Clock routing:
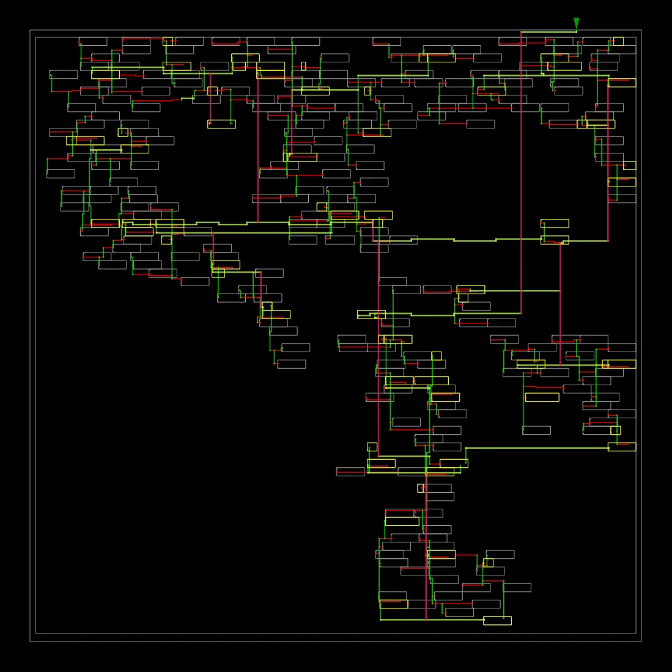
Met4 routing:
(2 px per µm)
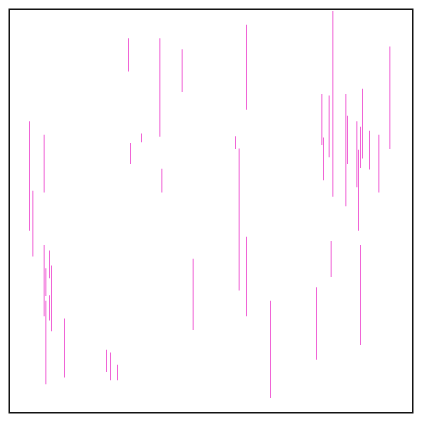
I/O pins on the die edge:
(2 px per µm) Pins as bars across the die edge, other pins in grey.
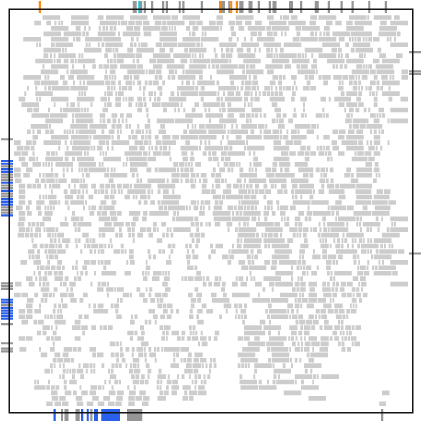
Logic cells by family:
(2 px per µm)
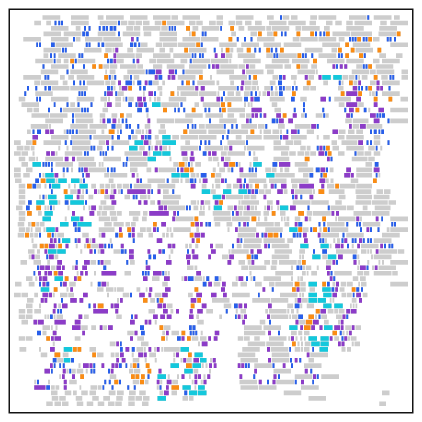
Signal wires by layer:
(1.5 px per µm) Two of the layers only.
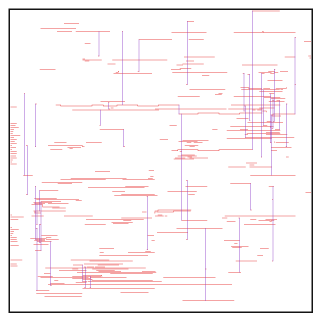
--- src/rtl/fp_pkg.sv ---
// Shared constants and types for the floating-point datapath blocks.
package fp_pkg;

   localparam int EXP_W_DEF = 8;
   localparam int MAN_W_DEF = 23;

   localparam int FLG_INV = 3;
   localparam int FLG_OVF = 2;
   localparam int FLG_UDF = 1;
   localparam int FLG_INX = 0;

   typedef enum logic [2:0] {ZERO, NORM, INF, QNAN, SNAN} fp_class_e;

   // Canonical quiet NaN right-aligned in 64 bits; callers truncate to their width.
   function automatic logic [63:0] fp_qnan(input int exp_w, input int man_w);
      logic [63:0] r;
      r = '0;
      for (int i = 0; i < exp_w; i++) r[man_w+i] = 1'b1;
      r[man_w-1] = 1'b1;
      return r;
   endfunction

endpackage

--- src/rtl/fp_lzc.sv ---
// Parametrised leading-zero counter; cnt is 0 when the input is all zero.
module fp_lzc #(
   parameter  int WIDTH = 28,
   localparam int CNT_W = $clog2(WIDTH)
) (
   input  logic [WIDTH-1:0] din,
   output logic [CNT_W-1:0] cnt,
   output logic             all_zero
);

   // Scan upward so the highest set bit wins.
   always_comb begin
      cnt = '0;
      for (int i = 0; i < WIDTH; i++)
         if (din[i]) cnt = CNT_W'(WIDTH - 1 - i);
   end

   assign all_zero = ~|din;

endmodule

--- src/rtl/fp_add_pipe.sv ---
// 3-stage IEEE-754 add/sub (FTZ, RNE) with valid/ready handshake and exception flags.
module fp_add_pipe
   import fp_pkg::*;
#(
   parameter  int EXP_W = EXP_W_DEF,
   parameter  int MAN_W = MAN_W_DEF,
   localparam int W     = EXP_W + MAN_W + 1
) (
   input  logic         clk,
   input  logic         rst,
   input  logic         in_valid,
   output logic         in_ready,
   input  logic [W-1:0] a,
   input  logic [W-1:0] b,
   input  logic         op_sub,
   output logic         out_valid,
   input  logic         out_ready,
   output logic [W-1:0] result,
   output logic [3:0]   flags
);

   localparam int STAGES = 3;
   localparam int SIG_W  = MAN_W + 4;   // hidden, fraction, guard, round, sticky
   localparam int SW     = MAN_W + 5;   // sum with carry bit
   localparam int LZW    = $clog2(SW);
   localparam int EW2    = EXP_W + 2;
   localparam int RW     = MAN_W + 2;
   localparam logic [W-1:0]   CANON_NAN = W'(fp_qnan(EXP_W, MAN_W));
   localparam logic [EW2-1:0] EMAX      = EW2'((1 << EXP_W) - 1);

   function automatic fp_class_e classify(input logic [EXP_W-1:0] e, input logic [MAN_W-1:0] f);
      if (e == '0) return ZERO;
      if (e != '1) return NORM;
      if (f == '0) return INF;
      return f[MAN_W-1] ? QNAN : SNAN;
   endfunction

   logic [STAGES:1] vld_pipe;
   logic            en;

   assign en        = out_ready | ~vld_pipe[STAGES];
   assign in_ready  = en;
   assign out_valid = vld_pipe[STAGES];

   // ---------------- S1: decode, classify, swap, align ----------------
   logic [W-1:0]       bx;
   logic               sa, sb;
   logic [EXP_W-1:0]   ea, eb, diff;
   logic [MAN_W-1:0]   fa_m, fb_m;
   fp_class_e          ca, cb;
   logic               swap;
   logic [SIG_W-1:0]   sig_big, sig_sml, sig_sh;
   logic [2*SIG_W-1:0] wide;
   logic               spec_d;
   logic [W-1:0]       spec_res_d;
   logic [3:0]         spec_flg_d;

   assign bx   = {b[W-1] ^ op_sub, b[W-2:0]};
   assign sa   = a[W-1];
   assign sb   = bx[W-1];
   assign ea   = a[W-2:MAN_W];
   assign eb   = bx[W-2:MAN_W];
   assign ca   = classify(ea, a[MAN_W-1:0]);
   assign cb   = classify(eb, bx[MAN_W-1:0]);
   assign fa_m = (ca == ZERO) ? '0 : a[MAN_W-1:0];
   assign fb_m = (cb == ZERO) ? '0 : bx[MAN_W-1:0];

   assign swap    = {eb, fb_m} > {ea, fa_m};
   assign diff    = swap ? (eb - ea) : (ea - eb);
   assign sig_big = swap ? {cb != ZERO, fb_m, 3'b000} : {ca != ZERO, fa_m, 3'b000};
   assign sig_sml = swap ? {ca != ZERO, fa_m, 3'b000} : {cb != ZERO, fb_m, 3'b000};
   assign wide    = {sig_sml, {SIG_W{1'b0}}} >> diff;

   always_comb begin
      if (int'(diff) >= MAN_W + 3) sig_sh = {{(SIG_W-1){1'b0}}, |sig_sml};
      else                         sig_sh = {wide[2*SIG_W-1:SIG_W+1], |wide[SIG_W:0]};
   end

   always_comb begin
      spec_d     = 1'b0;
      spec_res_d = '0;
      spec_flg_d = '0;
      if (ca == QNAN || ca == SNAN || cb == QNAN || cb == SNAN) begin
         spec_d              = 1'b1;
         spec_res_d          = CANON_NAN;
         spec_flg_d[FLG_INV] = (ca == SNAN) || (cb == SNAN);
      end else if (ca == INF && cb == INF && sa != sb) begin
         spec_d              = 1'b1;
         spec_res_d          = CANON_NAN;
         spec_flg_d[FLG_INV] = 1'b1;
      end else if (ca == INF) begin
         spec_d     = 1'b1;
         spec_res_d = a;
      end else if (cb == INF) begin
         spec_d     = 1'b1;
         spec_res_d = bx;
      end
   end

   logic             s1_sign, s1_sub, s1_spec;
   logic [EXP_W-1:0] s1_exp;
   logic [SIG_W-1:0] s1_sig_b, s1_sig_s;
   logic [W-1:0]     s1_spec_res;
   logic [3:0]       s1_spec_flg;

   // ---------------- S2: add/sub, leading-zero count ----------------
   logic [SW-1:0]  sum;
   logic [LZW-1:0] lzc;
   logic           sum_zero;

   assign sum = s1_sub ? ({1'b0, s1_sig_b} - {1'b0, s1_sig_s})
                       : ({1'b0, s1_sig_b} + {1'b0, s1_sig_s});

   fp_lzc #(.WIDTH(SW)) u_lzc (.din(sum), .cnt(lzc), .all_zero(sum_zero));

   logic             s2_sign, s2_zero, s2_spec;
   logic [EXP_W-1:0] s2_exp;
   logic [SW-1:0]    s2_sum;
   logic [LZW-1:0]   s2_lzc;
   logic [W-1:0]     s2_spec_res;
   logic [3:0]       s2_spec_flg;

   // ---------------- S3: normalise, round, pack ----------------
   logic [SIG_W-1:0] mant;
   logic [EW2-1:0]   e_n, e_r;
   logic [RW-1:0]    rnd;
   logic [MAN_W-1:0] frac_r;
   logic             up;
   logic [W-1:0]     res_d;
   logic [3:0]       flg_d;

   // Hidden bit sits one below the carry bit, so a normalised no-carry sum has lzc=1.
   always_comb begin
      if (s2_sum[SW-1]) begin
         mant = {s2_sum[SW-1:2], s2_sum[1] | s2_sum[0]};
         e_n  = {2'b00, s2_exp} + EW2'(1);
      end else begin
         mant = s2_sum[SW-2:0] << (s2_lzc - LZW'(1));
         e_n  = {2'b00, s2_exp} + EW2'(1) - EW2'(s2_lzc);
      end
      up  = mant[2] & (mant[1] | mant[0] | mant[3]);
      rnd = {1'b0, mant[SIG_W-1:3]} + RW'(up);
      if (rnd[RW-1]) begin
         e_r    = e_n + EW2'(1);
         frac_r = rnd[MAN_W:1];
      end else begin
         e_r    = e_n;
         frac_r = rnd[MAN_W-1:0];
      end
   end

   always_comb begin
      res_d = '0;
      flg_d = '0;
      if (s2_spec) begin
         res_d = s2_spec_res;
         flg_d = s2_spec_flg;
      end else if (s2_zero) begin
         res_d = {s2_sign, {(W-1){1'b0}}};
      end else if (e_r[EW2-1] || e_r == '0) begin
         res_d          = {s2_sign, {(W-1){1'b0}}};
         flg_d[FLG_UDF] = 1'b1;
         flg_d[FLG_INX] = 1'b1;
      end else if (e_r >= EMAX) begin
         res_d          = {s2_sign, {EXP_W{1'b1}}, {MAN_W{1'b0}}};
         flg_d[FLG_OVF] = 1'b1;
         flg_d[FLG_INX] = 1'b1;
      end else begin
         res_d          = {s2_sign, e_r[EXP_W-1:0], frac_r};
         flg_d[FLG_INX] = |mant[2:0];
      end
   end

   // A stall freezes every stage, so one enable serves the whole pipe.
   always_ff @(posedge clk or posedge rst) begin
      if (rst) begin
         vld_pipe    <= '0;
         s1_sign     <= 1'b0;
         s1_sub      <= 1'b0;
         s1_spec     <= 1'b0;
         s1_exp      <= '0;
         s1_sig_b    <= '0;
         s1_sig_s    <= '0;
         s1_spec_res <= '0;
         s1_spec_flg <= '0;
         s2_sign     <= 1'b0;
         s2_zero     <= 1'b0;
         s2_spec     <= 1'b0;
         s2_exp      <= '0;
         s2_sum      <= '0;
         s2_lzc      <= '0;
         s2_spec_res <= '0;
         s2_spec_flg <= '0;
         result      <= '0;
         flags       <= '0;
      end else if (en) begin
         vld_pipe    <= {vld_pipe[STAGES-1:1], in_valid};
         s1_sign     <= swap ? sb : sa;
         s1_sub      <= sa ^ sb;
         s1_spec     <= spec_d;
         s1_exp      <= swap ? eb : ea;
         s1_sig_b    <= sig_big;
         s1_sig_s    <= sig_sh;
         s1_spec_res <= spec_res_d;
         s1_spec_flg <= spec_flg_d;
         s2_sign     <= (sum_zero & s1_sub) ? 1'b0 : s1_sign;
         s2_zero     <= sum_zero;
         s2_spec     <= s1_spec;
         s2_exp      <= s1_exp;
         s2_sum      <= sum;
         s2_lzc      <= lzc;
         s2_spec_res <= s1_spec_res;
         s2_spec_flg <= s1_spec_flg;
         result      <= res_d;
         flags       <= flg_d;
      end
   end

endmodule

--- config.mk ---
export PLATFORM = sky130hd
export DESIGN_NAME = fp_add_pipe
export DESIGN_NICKNAME = d
export VERILOG_FILES = /design/src/rtl/fp_pkg.sv /design/src/rtl/fp_lzc.sv /design/src/rtl/fp_add_pipe.sv
export SDC_FILE = /design/constraint.sdc
export NUM_CORES = 1
export LEC_CHECK = 0
export ABC_CLOCK_PERIOD_IN_PS = 16700
export CAP_MARGIN = 15
export CORE_MARGIN = 1.5
export CORE_UTILIZATION = 45
export CTS_CLUSTER_DIAMETER = 40
export DETAILED_ROUTE_END_ITERATION = 8
export HOLD_SLACK_MARGIN = 0.1
export PLACE_DENSITY_LB_ADDON = 0.25
export SETUP_SLACK_MARGIN = 0.5
export SYNTH_ARGS = -nofsm -noshare
export SYNTH_HDL_FRONTEND = slang
export SYNTH_SLANG_ARGS = --single-unit
--- constraint.sdc ---
create_clock -name clk -period 16.7 [get_ports clk]
set_input_delay 3.34 -clock clk [delete_from_list [all_inputs] [get_ports clk]]
set_output_delay 3.34 -clock clk [all_outputs]
set_load 0.02 [all_outputs]
==> results.sh <==
# flow metrics
export IMPL_status="complete, no violations"
export IMPL_p_comb_share_pct=59.4
export IMPL_pin_count=107
export IMPL_utilization_pct=52.6
export IMPL_rsz0062_at_grt="no"
export IMPL_postCtsHoldBufs=0
export IMPL_ant_nets=0
export IMPL_cts_tree="yes"
export IMPL_relSlewSlack_pct=28.9
export IMPL_timing_fmax_mhz=96.2
export IMPL_place_hpwl_mm=43.1
export IMPL_comb_cells=1754
export IMPL_fillers=3636
export IMPL_grt_pass1_wl_mm=91.4
export IMPL_cp_top_family="simple AND/OR/NAND/NOR gates"
export IMPL_drive_gt1_share_pct=9.33
export IMPL_ys_cells=2156
export IMPL_powerClk_uw=810
export IMPL_critPathKind="in2reg"
export IMPL_seqCellArea_um2=5280
export IMPL_viasPerCell=6.09
export IMPL_synthAdderAreaFrac_pct=5.55
export IMPL_yosysSeqAreaShare_pct=29.9
export IMPL_syn_inst=2156
export IMPL_core_rowCount=72
export IMPL_synth_cell_types=103
export IMPL_nets=2343
export IMPL_edf_count=0
export IMPL_cts_resized=0
export IMPL_switching_power_mw=1.87
export IMPL_yosys_area_top_type="dfrtp_1"
export IMPL_antenna_cells=0
export IMPL_grt_overflow=0
export IMPL_vdd_ir_drop_max_uv=89.1
export IMPL_post_drt_wl_per_cell_um=20.9
export IMPL_arrival_ps=10800
export IMPL_logic_family="simple AND/OR/NAND/NOR gates"
export IMPL_final_nonclk_buf_share_pct=6.36
export IMPL_place_area_um2=19000
export IMPL_ys_flops=211
export IMPL_clock_path_buffers=3
export IMPL_nWellTaps=518
export IMPL_use_met3_pct=4.45
export IMPL_final_common_cell="nand2_1"
export IMPL_sh_comb_area_pct=56.7
export IMPL_dieArea_um2=40400
export IMPL_syn_area_per_cell_um2=8.18
export IMPL_grt_busiest_layer="met2"
export IMPL_final_area_um2=20300
export IMPL_fp_utilization_pct=45.6
export IMPL_required_ps=17110
export IMPL_power_mw=3.96
export IMPL_drt_met1_wl_mm=26.7
export IMPL_crit_slowest_cell="nand2_1"
export IMPL_cts_htree_levels=2
export IMPL_maxSlewViolCount=0
export IMPL_die_h_um=201
export IMPL_pg_seq_uw=802
export IMPL_drv_cap=0
export IMPL_mux_area_share_pct=8.17
export IMPL_syn_num_nets=2299
export IMPL_cts_sinks=211
export IMPL_synth_warnings=0
export IMPL_period_used_pct=62.2
export IMPL_grt_use_met1_pct=40.6
export IMPL_aoi_share_pct=21.3
export IMPL_dr_pass1_iters=5
export IMPL_hold_viol=0
export IMPL_maxPowerGroup="combinational logic"
export IMPL_drc=0
export IMPL_num_nonclk_inverters=60
export IMPL_wl_met2_mm=25.7
export IMPL_dr_first_iter_drc_count=1481
export IMPL_powerDensity_nw_per_um2=195
export IMPL_p_seq_share_pct=20.2
export IMPL_area_delta_synth_final_pct=15.2
export IMPL_placed_cells=2678
export IMPL_place_gp_congestion=0.981
export IMPL_combGateArea_um2=11500
export IMPL_synth_top_flop_cell="dfrtp_1"
export IMPL_power_internal_mw=2.10
export IMPL_critPathBufInv=2
export IMPL_track_usage_pct=28.2
export IMPL_port_buffer_count=106
export IMPL_post_cts_buffers=0
export IMPL_die_w_um=201
export IMPL_tns_ps=0
export IMPL_clockRootBuffer="clkbuf_16"
export IMPL_cp_slowest_stage_delay_ps=880
export IMPL_area_leaders="dfrtp_1 30%, nand2_1 8.6%, ha_1 5.0%, nor2_1 3.7%, a21oi_1 3.3%"
export IMPL_sh_seq_area_pct=26.0
export IMPL_crit_chain="clkdlybuf4s50_1 -> nor4_1 -> nand2_1 -> and2_1 -> ha_1 -> a21oi_1 -> o21ai_0 -> a221oi_1 -> o211ai_1 -> or3_1 -> o31ai_4 -> mux2_4 -> xor2_1 -> buf_4 -> nor3_1 -> o32ai_1 -> nand4_1 -> o22ai_1 -> a41o_1 -> a21oi_2"
export IMPL_setup_viol=0
export IMPL_power_leakage_nw=9.04
export IMPL_cp_start_kind="primary input"
export IMPL_clockNetworkAreaShare_pct=6.63
export IMPL_wl_met3_mm=3.61
export IMPL_antenna_found_initial=0
export IMPL_n_all_buffers=135
export IMPL_simple_gate_area_share_pct=24.8
export IMPL_fin_skew_ps=20.6
export IMPL_worst_slack_ps=6310
export IMPL_p_sw_share_pct=47.1
export IMPL_met2_usage_pct=44.0
export IMPL_synth_async_reset_ratio_pct=100
export IMPL_netlist_area_leader_share_pct=29.9
export IMPL_drt_wl_total_mm=57.3
export IMPL_tightest_slew_ps=1060
export IMPL_netlist_area_um2=17600
export IMPL_yosysMostFrequentCell="nand2_1"
export IMPL_yosys_top_cells_count="402 x nand2_1, 211 x dfrtp_1, 175 x nor2_1"
export IMPL_grt_max_degree=151
export IMPL_comb_power_mw=2.35
export IMPL_largest_class="multi-input combinational cells"
export IMPL_place_ws_ps=5910
export IMPL_core_um2=38600
About 'clock routing':
clk_buf instances: 43
clk_lat worst skew: 550 ps
FFs & Latches: 211
total CTS buffers: 38

About 'met4 routing':
wire length on this layer: 1260 µm
nets with wire on the layer: 36
share of all routed wire: 2.2%
main direction: vertical

About 'I/O pins on the die edge':
legend:
  `a`:
    colour: blue
    pins: 32
    direction: input
    edge: 17 left, 15 bottom
  `out_valid`:
    colour: cyan
    pins: 1
    direction: output
    edge: top
  `flags`:
    colour: orange
    pins: 4
    direction: output
    edge: top

About 'logic cells by family':
legend:
  fa/ha/maj cells:
    colour: cyan
    cells: 77
  nand cells:
    colour: blue
    cells: 500
    where: all over the die
  aoi and oai cells:
    colour: purple
    cells: 421
    where: all over the die
  and/or cells:
    colour: orange
    cells: 146
    where: all over the die

About 'signal wires by layer':
legend:
  M3:
    colour: red
    wire_length: 3610 µm
  M4:
    colour: purple
    wire_length: 1260 µm

## final timing paths
kind                              endpoint  depth (start not counted)            start  slack, ps
max reg2reg                      result[1]                         21        s2_lzc[1]      10160
max in group asynchronous        s2_lzc[0]                          4              rst      11360
min in group asynchronous        s2_sum[0]                          2              rst       3270
min                        s2_spec_res[24]                          2  s2_spec_res[24]        450
max                            s1_sig_s[0]                         20            b[26]       6310
min reg2reg                s2_spec_res[24]                          2  s2_spec_res[24]        450
## sequential cells by signal (all words and copies together) (netlist names), 3 cells and up
name and count:
result 32, s1_spec_res 32, s2_spec_res 32, s2_sum 28
s1_sig_s 27, s1_sig_b 24, s1_exp 8, s2_exp 8
s2_lzc 5, flags 4, vld_pipe 3
